--- config.mk ---
export PLATFORM = sky130hd
export DESIGN_NAME = id_ex_pipe_ctrl
export DESIGN_NICKNAME = d
export VERILOG_FILES = /design/src/rtl/pipe_pkg.sv /design/src/rtl/stall_watchdog.sv /design/src/rtl/id_ex_pipe_ctrl.sv
export SDC_FILE = /design/constraint.sdc
export NUM_CORES = 1
export LEC_CHECK = 0
export ABC_CLOCK_PERIOD_IN_PS = 1690
export CAP_MARGIN = 20
export CORE_MARGIN = 2
export CORE_UTILIZATION = 44
export CTS_BUF_LIST = sky130_fd_sc_hd__clkbuf_8
export DETAILED_ROUTE_END_ITERATION = 8
export PLACE_DENSITY_LB_ADDON = 0.08
export SYNTH_ARGS = -nofsm -noshare
export SYNTH_HDL_FRONTEND = slang
export SYNTH_SLANG_ARGS = --single-unit
--- constraint.sdc ---
create_clock -name i_clk -period 1.69 [get_ports i_clk]
set_clock_uncertainty 0.15 [all_clocks]
set_input_delay 0.338 -clock i_clk [delete_from_list [all_inputs] [get_ports i_clk]]
set_output_delay 0.338 -clock i_clk [all_outputs]
set_load 0.1 [all_outputs]
--- src/rtl/pipe_pkg.sv ---
// Shared pipeline constants and RISC-V field-slice helpers for the ID/EX control slice.
// Pure combinational helpers; no state, no flow control.
package pipe_pkg;

    localparam logic [31:0] NOP_INSTR  = 32'h0000_0013;
    localparam logic [6:0]  OP_RTYPE   = 7'b0110011;
    localparam logic [6:0]  OP_ITYPE   = 7'b0010011;
    localparam logic [6:0]  OP_STYPE   = 7'b0100011;
    localparam logic [6:0]  OP_SBTYPE  = 7'b1100011;
    localparam int          CTRL_W_DEF = 8;

    function automatic logic [4:0] f_rd(input logic [31:0] instr);
        return instr[11:7];
    endfunction

    function automatic logic [4:0] f_rs1(input logic [31:0] instr);
        return instr[19:15];
    endfunction

    function automatic logic [4:0] f_rs2(input logic [31:0] instr);
        return instr[24:20];
    endfunction

    // Stores and branches reuse bits [11:7] as immediate, not a destination.
    function automatic logic f_writes_rd(input logic [31:0] instr);
        return (instr[6:0] != OP_STYPE) && (instr[6:0] != OP_SBTYPE);
    endfunction

endpackage

--- src/rtl/stall_watchdog.sv ---
// Counts consecutive held cycles and raises a sticky error once the run exceeds MAX_STALL.
// Error registers on the edge that completes the (MAX_STALL+1)-th held cycle; cleared only by reset.
module stall_watchdog #(
    parameter int MAX_STALL = 3
) (
    input  logic i_clk,
    input  logic i_rst_n,
    input  logic i_load,
    input  logic i_flush,
    output logic o_stall_err
);

    localparam int RUN_W = $clog2(MAX_STALL + 2);
    localparam logic [RUN_W-1:0] RUN_SAT = RUN_W'(MAX_STALL + 1);
    localparam logic [RUN_W-1:0] RUN_LIM = RUN_W'(MAX_STALL);

    logic [RUN_W-1:0] r_run;
    logic             r_err;
    logic             w_held;

    assign w_held      = !i_load && !i_flush;
    assign o_stall_err = r_err;

    always_ff @(posedge i_clk or negedge i_rst_n) begin
        if (!i_rst_n) begin
            r_run <= '0;
            r_err <= 1'b0;
        end else begin
            if (!w_held)
                r_run <= '0;
            else if (r_run != RUN_SAT)
                r_run <= r_run + RUN_W'(1);
            if (w_held && (r_run >= RUN_LIM))
                r_err <= 1'b1;
        end
    end

endmodule

--- src/rtl/id_ex_pipe_ctrl.sv ---
// IF/ID and ID/EX pipeline registers applying hold, bubble and flush; optional perf counters (PIPE_PERF_CNT_EN).
// One cycle per stage; all outputs come straight from registers.
// Hold freezes IF/ID, bubble injects a NOP into EX, flush kills both stages and wins over everything.
module id_ex_pipe_ctrl
    import pipe_pkg::*;
#(
    parameter int XLEN      = 32,
    parameter int CTRL_W    = CTRL_W_DEF,
    parameter int MAX_STALL = 3
`ifdef PIPE_PERF_CNT_EN
    ,
    parameter int CNT_W     = 32
`endif
) (
    input  logic              i_clk,
    input  logic              i_rst_n,
    input  logic [XLEN-1:0]   i_if_pc,
    input  logic [31:0]       i_if_instr,
    input  logic              i_if_id_load,
    input  logic              i_bubble,
    input  logic              i_ex_flush,
    input  logic [CTRL_W-1:0] i_id_ctrl,
    input  logic              i_id_is_branch,
    output logic [XLEN-1:0]   o_id_pc,
    output logic [31:0]       o_id_instr,
    output logic              o_id_valid,
    output logic [XLEN-1:0]   o_ex_pc,
    output logic [CTRL_W-1:0] o_ex_ctrl,
    output logic [4:0]        o_ex_rd,
    output logic [4:0]        o_ex_rs1,
    output logic [4:0]        o_ex_rs2,
    output logic              o_ex_valid,
    output logic              o_ex_is_branch,
`ifdef PIPE_PERF_CNT_EN
    output logic [CNT_W-1:0]  o_stall_cnt,
    output logic [CNT_W-1:0]  o_flush_cnt,
`endif
    output logic              o_stall_err
);

    logic [XLEN-1:0]   r_id_pc;
    logic [31:0]       r_id_instr;
    logic              r_id_valid;
    logic [XLEN-1:0]   r_ex_pc;
    logic [CTRL_W-1:0] r_ex_ctrl;
    logic [4:0]        r_ex_rd, r_ex_rs1, r_ex_rs2;
    logic              r_ex_valid, r_ex_is_branch;
    logic [4:0]        w_id_rd;

    // A dead or NOP slot must never look like a producer to the hazard unit.
    assign w_id_rd = (r_id_valid && (r_id_instr != NOP_INSTR) && f_writes_rd(r_id_instr))
                     ? f_rd(r_id_instr) : 5'd0;

    always_ff @(posedge i_clk or negedge i_rst_n) begin
        if (!i_rst_n) begin
            r_id_pc    <= '0;
            r_id_instr <= NOP_INSTR;
            r_id_valid <= 1'b0;
        end else if (i_ex_flush) begin
            r_id_instr <= NOP_INSTR;
            r_id_valid <= 1'b0;
        end else if (i_if_id_load) begin
            r_id_pc    <= i_if_pc;
            r_id_instr <= i_if_instr;
            r_id_valid <= 1'b1;
        end
    end

    always_ff @(posedge i_clk or negedge i_rst_n) begin
        if (!i_rst_n) begin
            r_ex_pc        <= '0;
            r_ex_ctrl      <= '0;
            r_ex_rd        <= '0;
            r_ex_rs1       <= '0;
            r_ex_rs2       <= '0;
            r_ex_valid     <= 1'b0;
            r_ex_is_branch <= 1'b0;
        end else if (i_ex_flush || i_bubble) begin
            r_ex_ctrl      <= '0;
            r_ex_rd        <= '0;
            r_ex_rs1       <= '0;
            r_ex_rs2       <= '0;
            r_ex_valid     <= 1'b0;
            r_ex_is_branch <= 1'b0;
        end else begin
            r_ex_pc        <= r_id_pc;
            r_ex_ctrl      <= i_id_ctrl;
            r_ex_rd        <= w_id_rd;
            r_ex_rs1       <= f_rs1(r_id_instr);
            r_ex_rs2       <= f_rs2(r_id_instr);
            r_ex_valid     <= r_id_valid;
            r_ex_is_branch <= i_id_is_branch;
        end
    end

`ifdef PIPE_PERF_CNT_EN
    logic [CNT_W-1:0] r_stall_cnt, r_flush_cnt;

    always_ff @(posedge i_clk or negedge i_rst_n) begin
        if (!i_rst_n) begin
            r_stall_cnt <= '0;
            r_flush_cnt <= '0;
        end else begin
            if (i_bubble)
                r_stall_cnt <= r_stall_cnt + CNT_W'(1);
            if (i_ex_flush)
                r_flush_cnt <= r_flush_cnt + CNT_W'(1);
        end
    end

    assign o_stall_cnt = r_stall_cnt;
    assign o_flush_cnt = r_flush_cnt;
`endif

    stall_watchdog #(.MAX_STALL(MAX_STALL)) u_stall_watchdog (
        .i_clk       (i_clk),
        .i_rst_n     (i_rst_n),
        .i_load      (i_if_id_load),
        .i_flush     (i_ex_flush),
        .o_stall_err (o_stall_err)
    );

    assign o_id_pc        = r_id_pc;
    assign o_id_instr     = r_id_instr;
    assign o_id_valid     = r_id_valid;
    assign o_ex_pc        = r_ex_pc;
    assign o_ex_ctrl      = r_ex_ctrl;
    assign o_ex_rd        = r_ex_rd;
    assign o_ex_rs1       = r_ex_rs1;
    assign o_ex_rs2       = r_ex_rs2;
    assign o_ex_valid     = r_ex_valid;
    assign o_ex_is_branch = r_ex_is_branch;

endmodule

==> qor.yml, run 1 <==
yosys_warnings: 0
dpl-instance-area_um2: 8240
core_area_um2: 10700
dr.pass1.iters: 4
logic_family: "multiplexers"
die-area_um2: 11800
place_congestion: 0.710
pg_comb_uw: 5130
path_cells: "buf_12"
insertion_delay_ps: 420
syn_avg_cell_area_um2: 14.8
rr_worst_depth: 4
p_int_uw: 6800
dominant_cells: "non-clock buffers"
nets: 620
path_class: "reg2out"
clockBufferDepth: 2
ys_sh_aoi_pct: 2.06
irDropWorstVdd_mv: 0.891
hold_buffers: 1
worst_slack_ps: 39.5
logic_gates: 178
logic_area_um2: 1530
combPwrFrac_pct: 44.2
synthMuxAreaShare_pct: 21.1
nClkBuffers: 19
placed_cells: 658
slowest_stage: "dfstp_2"
fa_ha_area_share_pct: 0.782
ys_seq_share_pct: 65.8
yosys_cells: 324
r2r_start: "u_stall_watchdog.r_run[0]"
die_w_um: 108
clock-sinks: 126
hpwl_mm: 9.05
drc_errors: 0
fin_crit_sh_pct: 97.7
p_total_uw: 11600
dp_slack_ps: -236
ctsHtreeMaxLevel: 4
die_h_um: 108
cts_resized: 1
synth_cell_types: 26
wl_per_cell_um: 17.5
p_clk_uw: 2650
hold_viol_final: 0
switching_share_pct: 41.5
grt_pass1_vias: 3626
drv_slew: 0
cellLeakagePower_uw: 0.00391
num_vias: 3312
seq_share_pct: 36.4
top_cell_area_share_pct: 64.2
layout.area.seq_um2: 3160
io_pins: 201
fp_util_pct: 44.6
clkPwrFrac_pct: 22.8
routed_via_density: 4.79
drv_cap: 0
cts_tree: "done"
rsz0062_at_grt: "true"
fin_area_um2: 8670
max_freq_ghz: 0.606
lay_top_cells: "buf_12, dfrtp_1, clkdlybuf4s50_1"
cp_data_required_time_ps: 1200
path_max_fanout: 3
powerSeq_uw: 3830
cts_setup_buffers: 1
critPathTopFamily: "flip-flops"
min_period_ps: 1650
n_all_buffers: 213
totalWireLength_mm: 12.1
drtIter0Drc: 95
ys_area_um2: 4800
critPathLaunchType: "flop"
run_status: "complete, no violations"
nFillCells: 610
synthTopCellsByArea: "dfrtp_1, mux2_2, mux2i_1"
startpoint: "o_id_instr[1]"
cts_made_buffers: 17
bufAreaShareNonClock_pct: 39.1
drive_gt1_share_pct: 43.3
tightest_slew_ps: 371
r2r_setup_slack_ps: 310
flops: 126
syn_nets: 405
worst-path-stages: 1
xor_share_pct: 0
yosysTopAreaCell: "dfrtp_1"
io_buffers: 200
ant_nets: 0
path_buffers: 1
hold_path_class: "in2async"
setup_viol: 0
## run 1: cells in the mapped netlist
master / n
ha_1: 3
buf_6: 3
and2_1: 20
or2_2: 1
nand4bb_1: 5
nor2b_1: 5
nand2_1: 1
a21bo_2: 1
a21oi_1: 8
mux2_1: 2
inv_1: 3
nand3_1: 2
mux2_2: 62
o21bai_1: 1
nor2_2: 1
mux2i_1: 29
buf_2: 4
dfrtp_1: 123
a211oi_1: 1
clkbuf_1: 4
a211o_1: 3
and4bb_2: 1
a21o_1: 1
buf_4: 6
dfstp_2: 3
nor2_1: 31
## run 1: per-layer routing
metal  GRT usage (%)  share of wire (%)
met4            7.78                1.2
met3            9.28                9.9
met2            36.6                 53
met5               0                  0
met1            25.1                 36
run_1/congestion.png
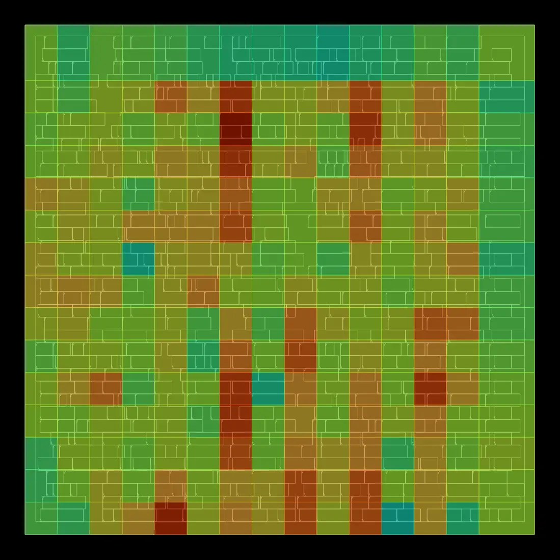
Total GRT Usage: 21.9%
Final Core Density: 80.7%
GR peak layer: met2

run_1/layer_met3.png
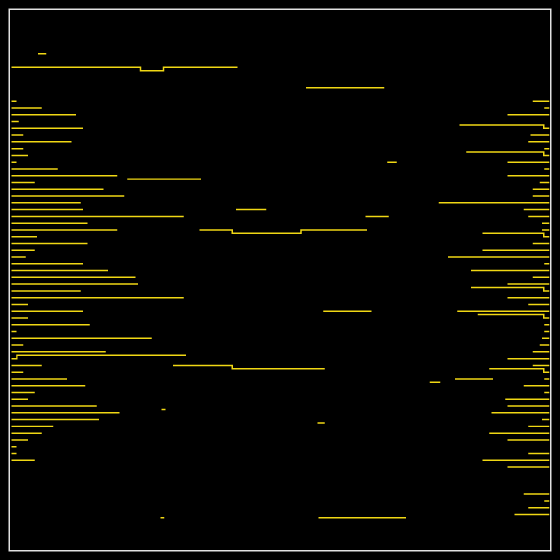
share of all routed wire: 9.9%
wire length on this layer: 1,200 um
longest straight run: 34.3 um
nets with wire on the layer: 117

run_1/logic_types.png
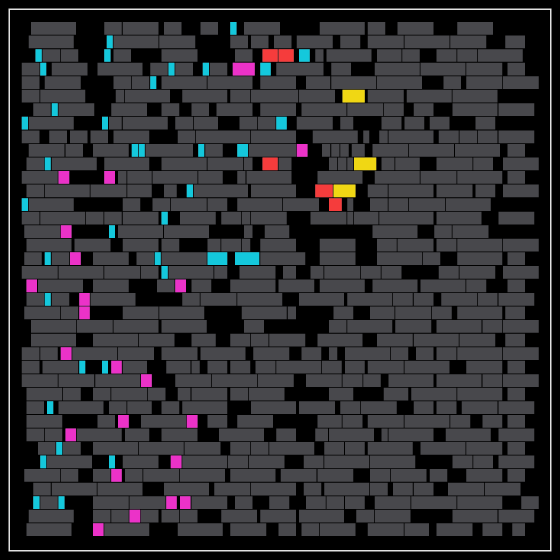
legend:
  magenta:
    family: and/or cells
    cells: 22
  yellow:
    family: fa/ha/maj cells
    cells: 3
  red:
    family: non-inverting ao/oa cells
    cells: 5
  cyan:
    family: nor cells
    cells: 37
multi-input gate share of the layout cell area: 17.6%
most frequent logic cell in the layout: buf_12
Layout Cells excl Fill: 692

==> run 2, diff against run 1 <==
--- a/config.mk
+++ b/config.mk
@@ -7,11 +7,15 @@
 export LEC_CHECK = 0
 export ABC_CLOCK_PERIOD_IN_PS = 1690
 export CAP_MARGIN = 20
+export CELL_PAD_IN_SITES_DETAIL_PLACEMENT = 0
+export CELL_PAD_IN_SITES_GLOBAL_PLACEMENT = 1
 export CORE_MARGIN = 2
-export CORE_UTILIZATION = 44
+export CORE_UTILIZATION = 34
 export CTS_BUF_LIST = sky130_fd_sc_hd__clkbuf_8
+export CTS_CLUSTER_DIAMETER = 120
 export DETAILED_ROUTE_END_ITERATION = 8
 export PLACE_DENSITY_LB_ADDON = 0.08
 export SYNTH_ARGS = -nofsm -noshare
 export SYNTH_HDL_FRONTEND = slang
 export SYNTH_SLANG_ARGS = --single-unit
+export TNS_END_PERCENT = 5
==> run 2 against run 1 <==
- utilization fell by 17 points
- die size rose by 28%
- clock power barely moved
- combinational power barely moved
- sequential power barely moved
- setup slack got worse by 1.1 ps
- critical path type unchanged
- critical path depth did not move
- global-route usage fell by 4.8 points
==> qor.yml, run 2 <==
cts_made_buffers: 17  # unchanged
synth-async-reset-ratio_pct: 100  # unchanged
die_h_um: 123  # +13%
drive_gt1_share_pct: 43.4  # +0.072 points
worst_slack_ps: 38.5  # -1.07 ps
grt_use_met2_pct: 25.0  # -12 points
p_clk_uw: 2670  # about the same
drtIter0Drc: 123  # +29%
grt_busiest_layer: "met2"
hold_path_class: "in2async"
clk_pin_slew_ps: 70
edf_count: 0  # unchanged
synth_cell_types: 26  # unchanged
cts_setup_buffers: 1  # unchanged
cellLeakagePower_uw: 0.00396  # +1.4%
die_w_um: 123  # +13%
path_max_fanout: 3  # unchanged
path_buffers: 1  # unchanged
num_rows: 43
dr.pass1.iters: 7  # +3
synth_top_cell_by_count: "dfrtp_1"
nFillCells: 1005  # +65%
io_buffers: 200  # unchanged
max_freq_ghz: 0.605  # about the same
clockBufferDepth: 2  # unchanged
core_area_um2: 13800  # +29%
drv_cap: 0  # unchanged
p_int_uw: 6880  # +1.2%
ctsHtreeMaxLevel: 4  # unchanged
drt-met1-wl_mm: 4.80  # +9.9%
min_period_ps: 1650  # +1.07 ps
r2r_setup_slack_ps: 320  # about the same
cp_data_required_time_ps: 1200  # about the same
irDropWorstVdd_mv: 0.625  # -30%
num_vias: 3334  # +0.66%
yosysTopAreaCell: "dfrtp_1"
met1_usage_pct: 21.0  # -4.1 points
cts_tree: "done"
fa_ha_area_share_pct: 0.782  # unchanged
dp_slack_ps: -190  # +45.7 ps
nets: 626  # +0.97%
dpl-instance-area_um2: 8340  # +1.2%
wl_per_cell_um: 16.2  # -7.2%
clock-sinks: 126  # unchanged
tightest_slew_ps: 379  # +7.92 ps
power-per-cell-area_nw_per_um2: 1330
hold_ws_ps: 226
grt_util_all_layers_pct: 17.0  # -4.8 points
ys_seq_share_pct: 65.8  # unchanged
place_congestion: 0.705  # -0.76%
slowest_stage: "dfstp_2"
endpoint_kind: "primary output"
fin_crit_sh_pct: 97.7  # about the same
hpwl_mm: 9.08  # +0.29%
syn-cell-area_um2: 4800
insertedDiodeCount: 0
dr_wl_met3_mm: 1.41  # +18%
rr_worst_depth: 4  # unchanged
setup_viol: 0  # unchanged
io_pins: 201  # unchanged
ys_sh_aoi_pct: 2.06  # unchanged
path_cells: "buf_12"
lay_top_cells: "buf_12, dfrtp_1, clkdlybuf4s50_1"
placed_cells: 703  # +6.8%
rsz0062_at_grt: "true"
syn_avg_cell_area_um2: 14.8  # unchanged
grt_pass1_vias: 3463  # -4.5%
ys.flops: 126
grtUsageMet3_pct: 9.62  # +0.34 points
hold_viol_final: 0  # unchanged
pwr-share-seq_pct: 32.9
ant_nets: 0  # unchanged
critPathTopFamily: "flip-flops"
top_cell_area_share_pct: 64.2  # unchanged
hold_buffers: 1  # unchanged
wl_met2_mm: 5.64  # -11%
die-area_um2: 15100  # +28%
synthTopCellsByArea: "dfrtp_1, mux2_2, mux2i_1"
tool_warnings: 29
fin_util_pct: 63.5  # -17 points
cts_root_buf: "clkbuf_8"
drv_slew: 0  # unchanged
syn_nets: 405  # unchanged
crit_path_max_incr_delay_ps: 560
fin_area_um2: 8780  # +1.2%
ff_type: "dfrtp_1"
synthMuxAreaShare_pct: 21.1  # unchanged
run_status: "complete, no violations"
r2r-end: "u_stall_watchdog.o_stall_err"
xor_share_pct: 0  # unchanged
grt_remaining_overflow: 0
totalWireLength_mm: 12.0  # -1.0%
clkPwrFrac_pct: 22.9  # about the same
p_total_uw: 11600  # +0.14%
switching_share_pct: 40.8  # -0.62 points
routed_via_density: 4.52  # -5.6%
ys_area_um2: 4800  # unchanged
yosys_cells: 324  # unchanged
pg_comb_uw: 5140  # about the same
cts_resized: 1  # unchanged
fp_util_pct: 34.7  # -9.9 points
yosys-top-cells-count: "dfrtp_1, mux2_2, nor2_1"
insertion_delay_ps: 420  # about the same
logic_family: "multiplexers"
path_class: "reg2out"
layoutNonFillerInstCount: 738  # +6.6%
powerSeq_uw: 3820  # about the same
combPwrFrac_pct: 44.2  # about the same
yosys_warnings: 0  # unchanged
critPathLaunchType: "flop"
drc_errors: 0  # unchanged
r2r_start: "u_stall_watchdog.r_run[0]"
fin_tns_setup_ps: 0
top_layer: "met4"
lay_top_count: "buf_12"
maxSlewHeadroom_pct: 74.8
run 2: cell type report:
cell class / instances / area [um^2] / share of cell area, %
timing repair buffer: 219 / 3440 / 39.2
multi-input combinational: 178 / 1530 / 17.4
clock inverter: 11 / 124 / 1.41
clock buffer: 21 / 289 / 3.29
tap: 180 / 225 / 2.57
inverter: 3 / 11.3 / 0.128
sequential: 126 / 3160 / 36.0
run 2: worst max path at each step:
stage                          to  slack (ps)  cells after the start           from
CTS                 o_id_instr[4]          -5                      1  o_id_instr[4]
global placement      o_ex_pc[13]        -140                      4       i_bubble
finish              o_id_instr[4]          40                      1  o_id_instr[4]
detailed placement     o_ex_pc[7]        -190                      4       i_bubble
floorplan              o_ex_rd[0]          70                      2  o_id_instr[5]
global route        o_id_instr[1]         -20                      1  o_id_instr[1]
run_2/flops_by_reg.png
Scale bar: 20 um. Other sequential cells in the stronger grey, the rest of the logic in the fainter grey.
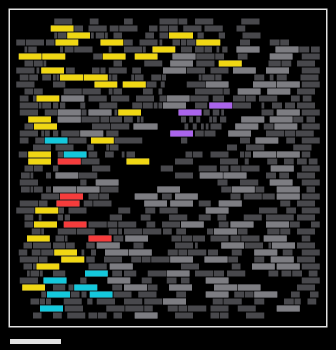
legend:
  cyan:
    netlist_name: `o_ex_ctrl`
    flops: 8
  yellow:
    netlist_name: `o_id_instr`
    flops: 32
  red:
    netlist_name: `o_ex_rs1`
    flops: 5
    where: left middle
  purple:
    netlist_name: `u_stall_watchdog.r_run`
    flops: 3
not coloured: 78

==> run 3, diff against run 2 <==
--- a/config.mk
+++ b/config.mk
@@ -7,7 +7,7 @@
 export LEC_CHECK = 0
 export ABC_CLOCK_PERIOD_IN_PS = 1690
 export CAP_MARGIN = 20
-export CELL_PAD_IN_SITES_DETAIL_PLACEMENT = 0
+export CELL_PAD_IN_SITES_DETAIL_PLACEMENT = 1
 export CELL_PAD_IN_SITES_GLOBAL_PLACEMENT = 1
 export CORE_MARGIN = 2
 export CORE_UTILIZATION = 34
==> run 3 against run 2 <==
- critical path type unchanged
- sequential power barely moved
- highest routed layer unchanged
- sequential cell count stayed put
- die size is the same
==> qor.yml, run 3 <==
fa_ha_area_share_pct: 0.782  # unchanged
dr_wl_met3_mm: 1.28  # -9.5%
totalWireLength_mm: 13.9  # +16%
edf_count: 0  # unchanged
num_rows: 43  # unchanged
rsz0062_at_grt: "true"
run_status: "complete, no violations"
top_cell_area_share_pct: 64.2  # unchanged
synth-async-reset-ratio_pct: 100  # unchanged
lay_top_cells: "buf_12, dfrtp_1, clkdlybuf4s50_1"
cellLeakagePower_uw: 0.00394  # -0.63%
fin_area_um2: 8730  # -0.54%
clk_pin_slew_ps: 70  # about the same
min_period_ps: 1670  # +19.1 ps
io_pins: 201  # unchanged
n_all_buffers: 217  # -0.91%
ctsHtreeMaxLevel: 4  # unchanged
combPwrFrac_pct: 44.9  # +0.7 points
yosys-top-cells-count: "dfrtp_1, mux2_2, nor2_1"
switching_share_pct: 41.9  # +1.1 points
ant_nets: 0  # unchanged
die_h_um: 123  # unchanged
ys.flops: 126  # unchanged
hold_viol_final: 0  # unchanged
wl_met2_mm: 7.15  # +27%
irDropWorstVdd_mv: 0.524  # -16%
core_area_um2: 13800  # unchanged
synth_cell_types: 26  # unchanged
wl_per_cell_um: 18.9  # +17%
drv_cap: 0  # unchanged
die-area_um2: 15100  # unchanged
clock-sinks: 126  # unchanged
dominant_cells: "non-clock buffers"
netlist_instances: 324
lay_top_count: "buf_12"
grt_use_met2_pct: 33.6  # +8.6 points
maxSlewHeadroom_pct: 73.2  # -1.5 points
setup_viol: 0  # unchanged
drt-met1-wl_mm: 5.32  # +11%
clockBufferDepth: 2  # unchanged
grtUsageMet3_pct: 8.22  # -1.4 points
nFillCells: 1268  # +26%
cts_root_buf: "clkbuf_8"
insertion_delay_ps: 420  # about the same
yosys_cells: 324  # unchanged
met1_usage_pct: 22.6  # +1.6 points
insertedDiodeCount: 0  # unchanged
io_buffers: 200  # unchanged
path_max_fanout: 3  # unchanged
logic_family: "multiplexers"
fp_util_pct: 34.7  # unchanged
xor_share_pct: 0  # unchanged
drv_slew: 0  # unchanged
cts_made_buffers: 17  # unchanged
worst_slack_ps: 19.4  # -19.1 ps
drive_gt1_share_pct: 43.0  # -0.38 points
synthMuxAreaShare_pct: 21.1  # unchanged
clk_share_pct: 4.36  # -0.35 points
top_layer: "met4"
slowest_stage: "dfstp_2"
cts_setup_buffers: 0  # -1
tap_cells: 180  # unchanged
nClkBuffers: 20  # -4.8%
routed_via_density: 4.65  # +2.9%
logic_area_um2: 1530  # unchanged
yosysTopAreaCell: "dfrtp_1"
p_total_uw: 11500  # -1.1%
ff_type: "dfrtp_1"
crit_path_max_incr_delay_ps: 580  # +20 ps
max_freq_ghz: 0.599  # -1.1%
fin_crit_sh_pct: 98.9  # +1.1 points
cp_data_required_time_ps: 1200  # about the same
critPathTopFamily: "flip-flops"
synthTopCellsByArea: "dfrtp_1, mux2_2, mux2i_1"
grt_busiest_layer: "met2"
ys_sh_aoi_pct: 2.06  # unchanged
pwr-share-seq_pct: 33.4  # +0.5 points
nets: 624  # -0.32%
placed_cells: 703  # unchanged
bufAreaShareNonClock_pct: 39.2  # +0.042 points
syn_avg_cell_area_um2: 14.8  # unchanged
grt_util_all_layers_pct: 19.8  # +2.8 points
syn_nets: 405  # unchanged
ys_area_um2: 4800  # unchanged
drc_errors: 0  # unchanged
layoutNonFillerInstCount: 736  # -0.27%
synth_top_cell_by_count: "dfrtp_1"
power-per-cell-area_nw_per_um2: 1320  # -0.57%
path_buffers: 1  # unchanged
hold_ws_ps: 223  # -2.79 ps
p_clk_uw: 2490  # -7%
syn-cell-area_um2: 4800  # unchanged
p_int_uw: 6680  # -2.9%
die_w_um: 123  # unchanged
grt_remaining_overflow: 0  # unchanged
layout.area.seq_um2: 3160  # unchanged
fin_util_pct: 63.1  # -0.34 points
dpl-instance-area_um2: 8340  # unchanged
dr.pass1.iters: 3  # -4
n_all_inverters: 3  # unchanged
grt_pass1_vias: 3933  # +14%
cts_tree: "done"
hold_path_class: "in2async"
flops: 126  # unchanged
critPathLaunchType: "flop"
place_congestion: 0.705  # unchanged
r2r_start: "u_stall_watchdog.r_run[0]"
fin_tns_setup_ps: 0  # unchanged
hpwl_mm: 10.7  # +17%
ys_seq_share_pct: 65.8  # unchanged
path_class: "reg2out"
maxPowerGroup: "combinational logic"
logic_gates: 178  # unchanged
clkPwrFrac_pct: 21.7  # -1.2 points
endpoint_kind: "primary output"
sh_comb_area_pct: 17.5  # +0.095 points
drtIter0Drc: 138  # +12%
tightest_slew_ps: 402  # +23.0 ps
num_vias: 3423  # +2.7%
startpoint: "o_id_instr[1]"
-- run 3: timing repair --
item | in CTS | in global routing
hold buffers | 1 | 0
hold endpoints to repair | 34 | 0
endpoints found under the setup margin | 4 | 3
gates resized | 1 | 0
-- run 3: worst paths after layout --
check | slack, ps | cells past startpoint | to
max in group asynchronous | 580 | 3 | o_id_instr[4]
hold reg to reg | 420 | 1 | u_stall_watchdog.o_stall_err
hold / removal | 220 | 2 | o_id_pc[5]
setup reg to reg | 250 | 4 | u_stall_watchdog.o_stall_err
setup / recovery | 20 | 1 | o_id_instr[1]
min in group i_clk | 250 | 4 | o_id_valid
-- run 3: logic make-up after synthesis --
family	after synthesis
compound gates	15
fa+ha+maj	3
buf+inv	20
flops	126
mux	93
simple gates	67
run_3/flops_by_reg.png
Scale bar: 20 um. Other sequential cells in the stronger grey, the rest of the logic in the fainter grey.
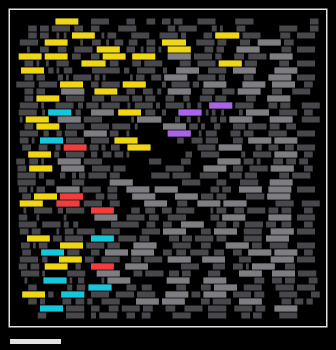
sequential cell area share: 36.2%
sequential power: 3840 uW


==> gallery <==
Met2 routing.
Scale bar: 20 um.
image #1
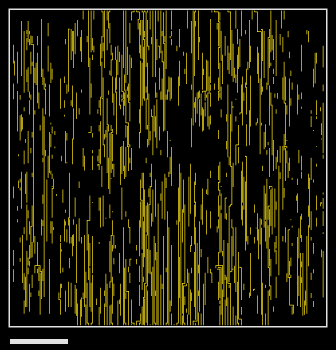
image #2
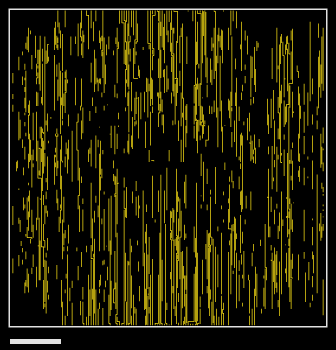
image #3
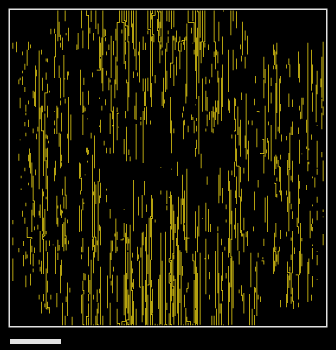
image #1: run 1
image #2: run 3
image #3: run 2
- smallest die: image #1

Power and IR drop assume default switching activity.
